<file path="src/rtl/sprite_line_engine_if.sv">
// Pixel/scan/ROM bus between the video timing + OAM side and the sprite engine.
interface sprite_line_engine_if #(
  parameter int OAM_DEPTH = 16
);
  logic                   video_on;
  logic [9:0]             x;
  logic [9:0]             y;
  logic                   line_start;
  logic [9:0]             line_y;
  logic [32*OAM_DEPTH-1:0] oam_data;
  logic [9:0]             rom_x;
  logic [9:0]             rom_y;
  logic [11:0]            rom_color;
  logic                   sprite_on;
  logic [11:0]            color;
  logic                   line_overflow;
  logic                   scan_busy;

  modport master (
    output video_on, x, y, line_start, line_y, oam_data, rom_color,
    input  rom_x, rom_y, sprite_on, color, line_overflow, scan_busy
  );

  modport slave (
    input  video_on, x, y, line_start, line_y, oam_data, rom_color,
    output rom_x, rom_y, sprite_on, color, line_overflow, scan_busy
  );
endinterface

</file>
<file path="src/rtl/sprite_line_engine.sv">
// Scanline sprite engine: hblank OAM scan into per-line slots, then a
// 3-clock pixel pipeline against an external synchronous sprite ROM.

module sprite_slot_match #(
  parameter int TILE_WIDTH = 8
) (
  input  logic       valid,
  input  logic [9:0] pos_x,
  input  logic       hflip,
  input  logic [2:0] tile_u,
  input  logic [9:0] x,
  output logic       hit,
  output logic [9:0] rom_x
);
  logic [10:0] dx;
  logic [9:0]  dx_m;

  // bit 10 set means x is left of the sprite; there is no wrap past 1023
  assign dx    = {1'b0, x} - {1'b0, pos_x};
  assign hit   = valid && !dx[10] && (dx < 11'(TILE_WIDTH));
  assign dx_m  = hflip ? 10'(TILE_WIDTH - 1) - dx[9:0] : dx[9:0];
  assign rom_x = {7'd0, tile_u} * 10'(TILE_WIDTH) + dx_m;
endmodule

module sprite_line_engine #(
  parameter int          OAM_DEPTH    = 16,
  parameter int          MAX_PER_LINE = 4,
  parameter int          TILE_WIDTH   = 8,
  parameter int          TILE_HEIGHT  = 8,
  parameter logic [11:0] TRANSPARENT  = 12'hF0F
) (
  input logic                  clk,
  input logic                  reset,
  sprite_line_engine_if.slave  bus
);
  localparam int IDX_W  = (OAM_DEPTH > 1) ? $clog2(OAM_DEPTH) : 1;
  localparam int CNT_W  = $clog2(MAX_PER_LINE + 1);
  localparam int SEL_W  = $clog2(32 * OAM_DEPTH);
  localparam int STAGES = 2;

  typedef enum logic [1:0] {IDLE, SCAN, READY} state_t;

  typedef struct packed {
    logic       valid;
    logic [9:0] pos_x;
    logic       hflip;
    logic [2:0] tile_u;
    logic [9:0] row;
  } slot_t;

  state_t                      state_q, state_d;
  logic [IDX_W-1:0]            index_q, index_d;
  logic [9:0]                  line_y_q, line_y_d;
  slot_t [MAX_PER_LINE-1:0]    slot_q, slot_d;
  logic [CNT_W-1:0]            slot_cnt_q, slot_cnt_d;
  logic                        ovf_acc_q, ovf_acc_d;
  logic                        line_overflow_q, line_overflow_d;
  logic [9:0]                  rom_x_q, rom_x_d, rom_y_q, rom_y_d;
  logic [STAGES:1]             vld_pipe_q, vld_pipe_d;
  logic                        sprite_on_q, sprite_on_d;
  logic [11:0]                 color_q, color_d;

  logic                        ready, last_idx, ent_hit, pix_match, win_hit;
  logic [SEL_W-1:0]            ent_base;
  logic [28:0]                 ent;
  logic [10:0]                 dy;
  logic [9:0]                  row_off, ent_row, win_x, win_y;
  logic [MAX_PER_LINE-1:0]     slot_hit;
  logic [MAX_PER_LINE-1:0][9:0] slot_rom_x;
  logic                        unused_y;

  assign unused_y = ^bus.y;

  // ---------------- FSM ----------------
  always_ff @(posedge clk) begin
    if (reset) state_q <= IDLE;
    else       state_q <= state_d;
  end

  assign last_idx = (index_q == IDX_W'(OAM_DEPTH - 1));

  always_comb begin
    state_d = state_q;
    if (bus.line_start)               state_d = SCAN;
    else if (state_q == SCAN && last_idx) state_d = READY;
  end

  always_comb begin
    bus.scan_busy = (state_q == SCAN);
    ready         = (state_q == READY);
  end

  // ---------------- OAM scan ----------------
  assign ent_base = SEL_W'({index_q, 5'b0});
  assign ent      = bus.oam_data[ent_base +: 29];
  assign dy       = {1'b0, line_y_q} - {1'b0, ent[17:8]};
  assign ent_hit  = ent[28] && !dy[10] && (dy < 11'(TILE_HEIGHT));
  assign row_off  = ent[6] ? 10'(TILE_HEIGHT - 1) - dy[9:0] : dy[9:0];
  assign ent_row  = {7'd0, ent[2:0]} * 10'(TILE_HEIGHT) + row_off;

  always_comb begin
    line_y_d        = line_y_q;
    index_d         = index_q;
    slot_d          = slot_q;
    slot_cnt_d      = slot_cnt_q;
    ovf_acc_d       = ovf_acc_q;
    line_overflow_d = line_overflow_q;
    if (bus.line_start) begin
      line_y_d   = bus.line_y;
      index_d    = '0;
      slot_cnt_d = '0;
      ovf_acc_d  = 1'b0;
      for (int s = 0; s < MAX_PER_LINE; s++) slot_d[s].valid = 1'b0;
    end else if (state_q == SCAN) begin
      index_d = index_q + 1'b1;
      if (ent_hit) begin
        if (slot_cnt_q == CNT_W'(MAX_PER_LINE)) begin
          ovf_acc_d = 1'b1;
        end else begin
          for (int s = 0; s < MAX_PER_LINE; s++) begin
            if (CNT_W'(s) == slot_cnt_q) begin
              slot_d[s].valid  = 1'b1;
              slot_d[s].pos_x  = ent[27:18];
              slot_d[s].hflip  = ent[7];
              slot_d[s].tile_u = ent[5:3];
              slot_d[s].row    = ent_row;
            end
          end
          slot_cnt_d = slot_cnt_q + 1'b1;
        end
      end
      // an aborted scan never reaches here, so the flag keeps the last full scan
      if (last_idx) line_overflow_d = ovf_acc_d;
    end
  end

  // ---------------- pixel pipeline ----------------
  for (genvar s = 0; s < MAX_PER_LINE; s++) begin : g_slot
    sprite_slot_match #(.TILE_WIDTH(TILE_WIDTH)) u_match (
      .valid  (slot_q[s].valid),
      .pos_x  (slot_q[s].pos_x),
      .hflip  (slot_q[s].hflip),
      .tile_u (slot_q[s].tile_u),
      .x      (bus.x),
      .hit    (slot_hit[s]),
      .rom_x  (slot_rom_x[s])
    );
  end

  // lowest slot wins; a transparent winner masks the others later in the pipe
  always_comb begin
    win_hit = 1'b0;
    win_x   = '0;
    win_y   = '0;
    for (int s = MAX_PER_LINE - 1; s >= 0; s--) begin
      if (slot_hit[s]) begin
        win_hit = 1'b1;
        win_x   = slot_rom_x[s];
        win_y   = slot_q[s].row;
      end
    end
  end

  always_comb begin
    pix_match   = ready && bus.video_on && win_hit;
    rom_x_d     = pix_match ? win_x : rom_x_q;
    rom_y_d     = pix_match ? win_y : rom_y_q;
    vld_pipe_d  = {vld_pipe_q[1], pix_match};
    sprite_on_d = vld_pipe_q[2] && (bus.rom_color != TRANSPARENT);
    color_d     = sprite_on_d ? bus.rom_color : 12'h000;
  end

  always_ff @(posedge clk) begin
    if (reset) begin
      index_q         <= '0;
      line_y_q        <= '0;
      slot_q          <= '0;
      slot_cnt_q      <= '0;
      ovf_acc_q       <= 1'b0;
      line_overflow_q <= 1'b0;
      rom_x_q         <= '0;
      rom_y_q         <= '0;
      vld_pipe_q      <= '0;
      sprite_on_q     <= 1'b0;
      color_q         <= '0;
    end else begin
      index_q         <= index_d;
      line_y_q        <= line_y_d;
      slot_q          <= slot_d;
      slot_cnt_q      <= slot_cnt_d;
      ovf_acc_q       <= ovf_acc_d;
      line_overflow_q <= line_overflow_d;
      rom_x_q         <= rom_x_d;
      rom_y_q         <= rom_y_d;
      vld_pipe_q      <= vld_pipe_d;
      sprite_on_q     <= sprite_on_d;
      color_q         <= color_d;
    end
  end

  assign bus.rom_x         = rom_x_q;
  assign bus.rom_y         = rom_y_q;
  assign bus.sprite_on     = sprite_on_q;
  assign bus.color         = color_q;
  assign bus.line_overflow = line_overflow_q;
endmodule

</file>
<file path="src/flat_wrapper.sv">
// flat-port wrapper written by rule: the top's interface ports become plain ports
module sprite_line_engine_flat 
#(
  parameter int          OAM_DEPTH    = 16,
  parameter int          MAX_PER_LINE = 4,
  parameter int          TILE_WIDTH   = 8,
  parameter int          TILE_HEIGHT  = 8,
  parameter logic [11:0] TRANSPARENT  = 12'hF0F
)
  (clk, reset, bus_video_on, bus_x, bus_y, bus_line_start, bus_line_y, bus_oam_data, bus_rom_color, bus_rom_x, bus_rom_y, bus_sprite_on, bus_color, bus_line_overflow, bus_scan_busy);
  sprite_line_engine_if #(.OAM_DEPTH(OAM_DEPTH)) bus_i ();
  input logic clk;
  input logic reset;
  input wire logic [$bits(bus_i.video_on)-1:0] bus_video_on;
  input wire logic [$bits(bus_i.x)-1:0] bus_x;
  input wire logic [$bits(bus_i.y)-1:0] bus_y;
  input wire logic [$bits(bus_i.line_start)-1:0] bus_line_start;
  input wire logic [$bits(bus_i.line_y)-1:0] bus_line_y;
  input wire logic [$bits(bus_i.oam_data)-1:0] bus_oam_data;
  input wire logic [$bits(bus_i.rom_color)-1:0] bus_rom_color;
  output wire logic [$bits(bus_i.rom_x)-1:0] bus_rom_x;
  output wire logic [$bits(bus_i.rom_y)-1:0] bus_rom_y;
  output wire logic [$bits(bus_i.sprite_on)-1:0] bus_sprite_on;
  output wire logic [$bits(bus_i.color)-1:0] bus_color;
  output wire logic [$bits(bus_i.line_overflow)-1:0] bus_line_overflow;
  output wire logic [$bits(bus_i.scan_busy)-1:0] bus_scan_busy;
  assign bus_i.video_on = bus_video_on;
  assign bus_i.x = bus_x;
  assign bus_i.y = bus_y;
  assign bus_i.line_start = bus_line_start;
  assign bus_i.line_y = bus_line_y;
  assign bus_i.oam_data = bus_oam_data;
  assign bus_i.rom_color = bus_rom_color;
  assign bus_rom_x = bus_i.rom_x;
  assign bus_rom_y = bus_i.rom_y;
  assign bus_sprite_on = bus_i.sprite_on;
  assign bus_color = bus_i.color;
  assign bus_line_overflow = bus_i.line_overflow;
  assign bus_scan_busy = bus_i.scan_busy;
  sprite_line_engine #(.OAM_DEPTH(OAM_DEPTH), .MAX_PER_LINE(MAX_PER_LINE), .TILE_WIDTH(TILE_WIDTH), .TILE_HEIGHT(TILE_HEIGHT), .TRANSPARENT(TRANSPARENT)) u_core (.clk(clk), .reset(reset), .bus(bus_i));
endmodule
</file>
<file path="config.mk">
export PLATFORM = sky130hd
export DESIGN_NAME = sprite_line_engine_flat
export DESIGN_NICKNAME = d
export VERILOG_FILES = /design/src/rtl/sprite_line_engine_if.sv /design/src/rtl/sprite_line_engine.sv /design/src/flat_wrapper.sv
export SDC_FILE = /design/constraint.sdc
export NUM_CORES = 1
export LEC_CHECK = 0
export ABC_AREA = 1
export CAP_MARGIN = 20
export CORE_AREA = 2 2 231 233
export DETAILED_ROUTE_END_ITERATION = 7
export DIE_AREA = 0 0 233 235
export GPL_TIMING_DRIVEN = 0
export PLACE_DENSITY = 0.58
export REMOVE_ABC_BUFFERS = 1
export SLEW_MARGIN = 20
export SYNTH_ARGS = -nofsm -noshare
export SYNTH_HDL_FRONTEND = slang
export SYNTH_SLANG_ARGS = --single-unit
export TNS_END_PERCENT = 10
</file>
<file path="constraint.sdc">
create_clock -name clk -period 4.3 [get_ports clk]
set_input_delay 0.43 -clock clk [delete_from_list [all_inputs] [get_ports clk]]
set_output_delay 0.43 -clock clk [all_outputs]
set_load 0.02 [all_outputs]
</file>
Run 1, the clock network:
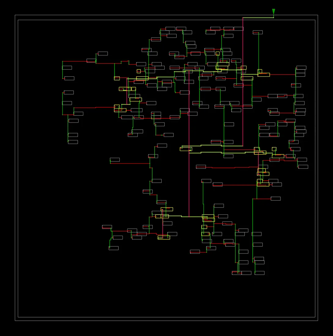
TritonCTS buffer count: 17
P_clk: 1.58 mW
Clock buffer cells: 17
# clock sinks: 156

Run 1, met2 routing:
The bar under the picture is 50 µm long.
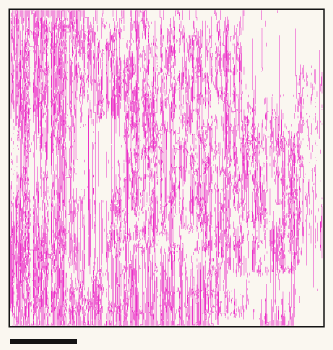
share of all routed wire: 45%
main direction: vertical

Run 1, metal layers overlaid:
The bar under the picture is 50 µm long. Only two layers are drawn.
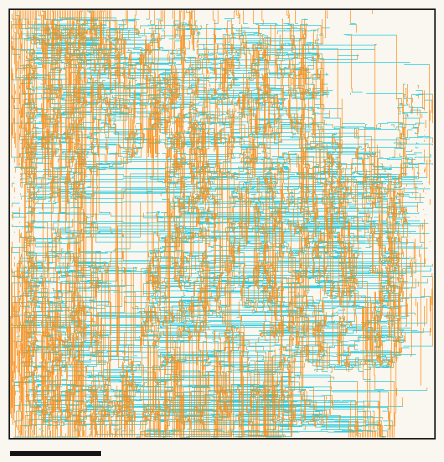
| layer | colour | wire length |
|---|---|---|
| met2 | orange | 39.8 mm |
| met1 | cyan | 38.0 mm |

Run 1, signal wires on met3:
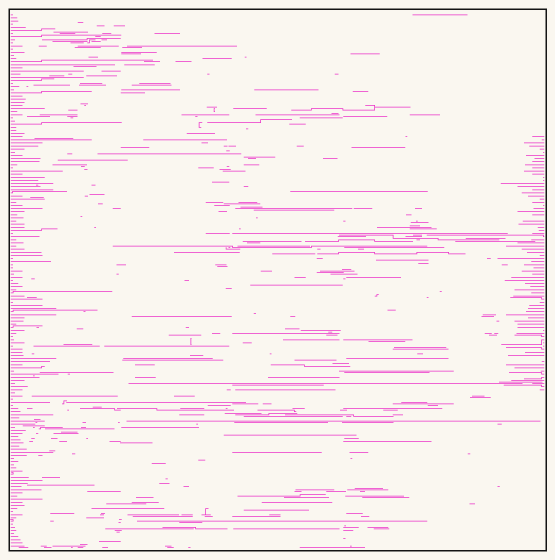
main direction: horizontal
share of all routed wire: 8.2%
longest straight run: 180 µm
wire length on this layer: 7,200 µm

==> results.ini, run 1 <==
[run_status]
status=completed

[timing]
worstMarginPinSlew_ns=1.28
maxSlewHeadroom=0.144
setup_viol=0
finalHoldViolCount=0
min_period_ns=4.20
timing.setup.tns_ns=0
skew_ns=0.0115
slew_viol_final=0
layout_setup_ws_ns=0.0951
rsz0062_at_grt=yes
timing.final.crit_share=0.978
max_freq_ghz=0.238

[logic_synthesis]
synth_seq_share=0.215
ys_sh_adder=0.0817
xor_area_frac=0.0287
top_area_frac=0.215
ys_top_cells_by_area=dfxtp_1 (21%), nor2_1 (13%), nand2_1 (12%), o21ai_0 (10%), ha_1 (6.8%)
syn_avg_cell_area_um2=5.95
mux_area_frac=0
top_logic_kind=simple AND/OR/NAND/NOR gates
edf_count=0
ys_types=50
ys_top_cells_by_count=nor2_1 (498), nand2_1 (459), o21ai_0 (291), inv_1 (216), dfxtp_1 (156)
compound_area_frac=0.243
yosysWarnings=0
syn-cell-area_mm2=0.0145
ys_cells=2444
top_area_cell=dfxtp_1
yosys_area_mm2=0.0145
ys_sh_simple=0.329
syn_inst=2444
ys.flops=156

[route]
top_layer_used=met5
drt-initial-drc-count=1913
ant_nets=0
met2_length_um=39800
drc_errors=0
dr.pass1.iters=7
vias_per_cell=5.32
wl_per_cell_um=24.1

[critical_path]
worstSetupStartpointType=flop
rrSetupSlack_ns=0.1
slowest_stage=dfxtp_4
critPathMaxFanout=7
reg2reg_depth=24
r2r_end=u_core.slot_q[33]
crit_arrival_ns=4.60
r2r_start=u_core.index_q[0]
end_kind=flop
crit_required_ns=4.70
slowest_delay_ns=0.41
cp_top_family=simple AND/OR/NAND/NOR gates
path_buffers=5
setup.worst_path.end=u_core.slot_q[33]
crit_cells=24
cp-startpoint=u_core.index_q[0]
crit_chain=buf_16 -> clkinv_16 -> clkbuf_16 -> o21ai_4 -> o221ai_2 -> nand2_1 -> nor2_2 -> a221oi_4 -> ha_4 -> a21oi_4 -> nand2_2 -> xor2_2 -> inv_1 -> ha_2 -> inv_1 -> nand2_2 -> xnor2_2 -> ha_1 -> a21oi_1 -> and2_4 -> nand3b_1 -> xnor2_2 -> nor2_1 -> nor2_1
path_class=flop to flop

[power_and_ir_drop]
p_switching_mw=1.82
ir_drop_v=0.000255
finalPower_mw=4.92
power.density_mw_per_mm2=218
power-top-group=combinational cells
switching_share=0.370
powerSeq_mw=1.46
intPower_mw=3.10
seq_power_share=0.296
clkPwrFrac=0.321
leakage_nw=9.51
combPwrFrac=0.383

[floorplanning]
nWellTaps=688
io_pins=593
core_area_mm2=0.0522
dieWidth_um=233
fp_util=0.278
num_rows=84
dieArea_mm2=0.0548
dieHeight_um=235

[placed_design]
gp_congestion=0.923
placed_area_mm2=0.0205
place_ws_ns=-2.21
dp_cells=3537
dpl.hpwl_um=64300

[cells_and_area]
drive_gt1_frac=0.0713
regArea_mm2=0.00314
stdcell_count=3651
regMostFlops=u_core.slot_q
combGateArea_mm2=0.0103
non_clock_buffer_area_share=0.293
area_dominant_class=logic gates
clk_share=0.0264
n_antenna_cell=18
largest_reg_flops=100
seq_share=0.139
design.seq.count=156
fill_cells=5462
design_area_mm2=0.0225
lay_top_count=clkdlybuf4s50_1
area_delta_synth_final_pct=55.1
final_cell_mix=clkdlybuf4s50_1 (533), nor2_1 (488), nand2_1 (456), o21ai_0 (275), inv_1 (212)
logic_gate_count=1918
num-nonclk-inverters=227
nonClockBufferCount=612
final_util=0.432

[clock_tree]
clk-insertion-delay-late_ns=0.46
hold_buffers=0
h-tree-depth=4
cts_setup_buffers=26
clk_pin_slew_ns=0.08
clock_path_buffers=2
cts_root_buf=clkbuf_16

[grt]
grt.busiest_layer=met2
met3_usage=0.0481
grt_usage=0.307
grt_max_degree=95
grt_pass1_vias=18445
use_met2=0.502
grt_antenna_before_repair=30

[hold_path]
worstHoldStart=u_core.vld_pipe_q[1]
whs_path_depth=2
whs_endpoint=u_core.vld_pipe_q[2]
worst_hold_path_type=flop to flop

[run]
cap_violations=0
tool_warnings=90

==> run 2: changes to the inputs <==
--- a/config.mk
+++ b/config.mk
@@ -11,7 +11,7 @@
 export DETAILED_ROUTE_END_ITERATION = 7
 export DIE_AREA = 0 0 233 235
 export GPL_TIMING_DRIVEN = 0
-export PLACE_DENSITY = 0.58
+export PLACE_DENSITY_LB_ADDON = 0.2
 export REMOVE_ABC_BUFFERS = 1
 export SLEW_MARGIN = 20
 export SYNTH_ARGS = -nofsm -noshare
==> constraint.sdc (replaced) <==
create_clock -name clk -period 3.8 [get_ports clk]
set_input_delay 0.38 -clock clk [delete_from_list [all_inputs] [get_ports clk]]
set_output_delay 0.38 -clock clk [all_outputs]
set_load 0.02 [all_outputs]
Run 2, signal wires on met3:
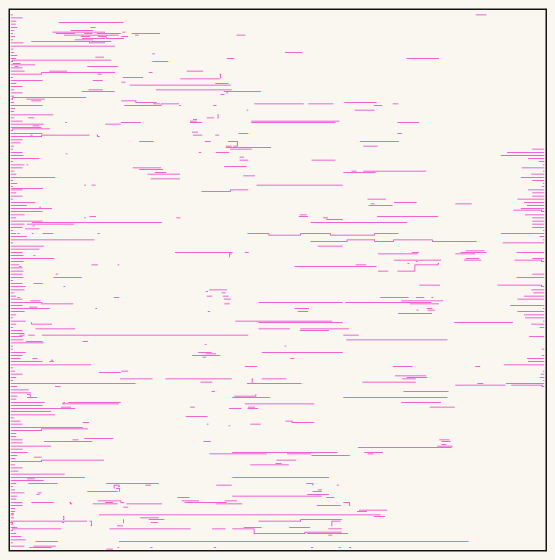
final wirelength: 84,300 µm
met3 Track Usage GR: 0.0439

==> run 2 against run 1 <==
Compared with the run above:
- the flow now finishes with violations (negative setup slack)
- synthesized cell count is the same
- flip-flop count did not move
- non-clock buffer count up 36
- worst hold slack improved by 0.0035 ns
- first-iteration DRC count is 22% lower
- routed wire length down 4.3%
- cell area is 3.4% higher
- register-to-register slack worse by 0.41 ns
- largest cell class unchanged
- cell count up 0.88%
- critical path depth up 1
- sequential power increased by about 10%
- clock power increased by 9%
==> results.ini, run 2 <==
[cells_and_area]
stdcell_count=3683
lay_top_count=clkdlybuf4s50_1
seq_share=0.135
nonClockBufferCount=648
clk_share=0.0246
nClkBuffers=19
n_antenna_cell=12
regArea_mm2=0.00314
num-nonclk-inverters=228
design_area_mm2=0.0233
logic_gate_count=1919
regMostFlops=u_core.slot_q
area_delta_synth_final_pct=60.3
final_util=0.446
drive_gt1_frac=0.102
area_dominant_class=logic gates
largest_reg_flops=100
combGateArea_mm2=0.0107
final_cell_mix=clkdlybuf4s50_1 (530), nor2_1 (479), nand2_1 (445), o21ai_0 (261), inv_1 (203)
fin_nets=3617
fill_cells=5384
non_clock_buffer_area_share=0.303

[grt]
grt_util_met1=0.371
grt.busiest_layer=met2
grt_pass1_vias=18603
grt_antenna_before_repair=21
grt_usage=0.295
use_met2=0.516
grt_max_degree=73

[route]
top_layer_used=met5
drt-initial-drc-count=1488
wl_per_cell_um=22.9
drc_errors=0
dr.pass1.iters=6
vias_per_cell=5.22
ant_nets=0
met2_length_um=40500

[floorplanning]
dieWidth_um=233
fp_util=0.278
io_pins=593
core_area_mm2=0.0522
dieArea_mm2=0.0548
nWellTaps=688
dieHeight_um=235

[logic_synthesis]
syn-cell-area_mm2=0.0145
ys_sh_simple=0.329
mux_area_frac=0
xor_area_frac=0.0287
synth_seq_share=0.215
yosys_area_mm2=0.0145
ys_top_cells_by_count=nor2_1 (498), nand2_1 (459), o21ai_0 (291), inv_1 (216), dfxtp_1 (156)
ys_top_cells_by_area=dfxtp_1 (21%), nor2_1 (13%), nand2_1 (12%), o21ai_0 (10%), ha_1 (6.8%)
ys.flops=156
ys_types=50
ys_cells=2444
syn_inst=2444
compound_area_frac=0.243
top_logic_kind=simple AND/OR/NAND/NOR gates
syn_avg_cell_area_um2=5.95
top_area_frac=0.215
edf_count=0

[timing]
timing.final.crit_share=1.08
maxSlewHeadroom=0.207
slew_viol_final=0
min_period_ns=4.12
worstMarginPinSlew_ns=1.19
finalHoldViolCount=0
max_freq_ghz=0.243
setup_viol=103
skew_ns=0.0132
layout_setup_ws_ns=-0.316
timing.setup.tns_ns=-16.53
rsz0062_at_grt=yes

[placed_design]
placed_area_mm2=0.0205
dpl.hpwl_um=59200
io_buffers=534
place_ws_ns=-3.10
dp_cells=3536

[power_and_ir_drop]
combPwrFrac=0.403
intPower_mw=3.66
leakage_nw=9.80
power-top-group=combinational cells
switching_share=0.353
ir_drop_v=0.000262
clkPwrFrac=0.306
p_clk_mw=1.73
powerSeq_mw=1.65
seq_power_share=0.291
power.density_mw_per_mm2=243
finalPower_mw=5.66
p_switching_mw=2.00

[clock_tree]
clock_path_buffers=2
cts_setup_buffers=59
clk-insertion-delay-late_ns=0.45
ctsResizeCount=164
clk_pin_slew_ns=0.07
h-tree-depth=4
clock_sinks=156
hold_buffers=0
cts_tree=built
cts_made_buffers=17
cts_root_buf=clkbuf_16

[critical_path]
critPathMaxFanout=7
r2r_end=u_core.slot_q[8]
slowest_delay_ns=0.38
worstSetupStartpointType=flop
crit_arrival_ns=4.51
path_class=flop to flop
end_kind=flop
rrSetupSlack_ns=-0.32
path_buffers=6
cp-startpoint=u_core.index_q[0]
cp_top_family=simple AND/OR/NAND/NOR gates
crit_cells=25
slowest_stage=dfxtp_4
reg2reg_depth=25
setup.worst_path.end=u_core.slot_q[8]
r2r_start=u_core.index_q[0]

[run_status]
violations=negative setup slack
status=complete, but fails checks

[run]
cap_violations=0
tool_warnings=91

[hold_path]
whs_path_depth=2
worst_hold_path_type=flop to flop
worstHoldStart=u_core.vld_pipe_q[1]
whs_endpoint=u_core.vld_pipe_q[2]

Power is estimated from default activity; no workload was simulated.
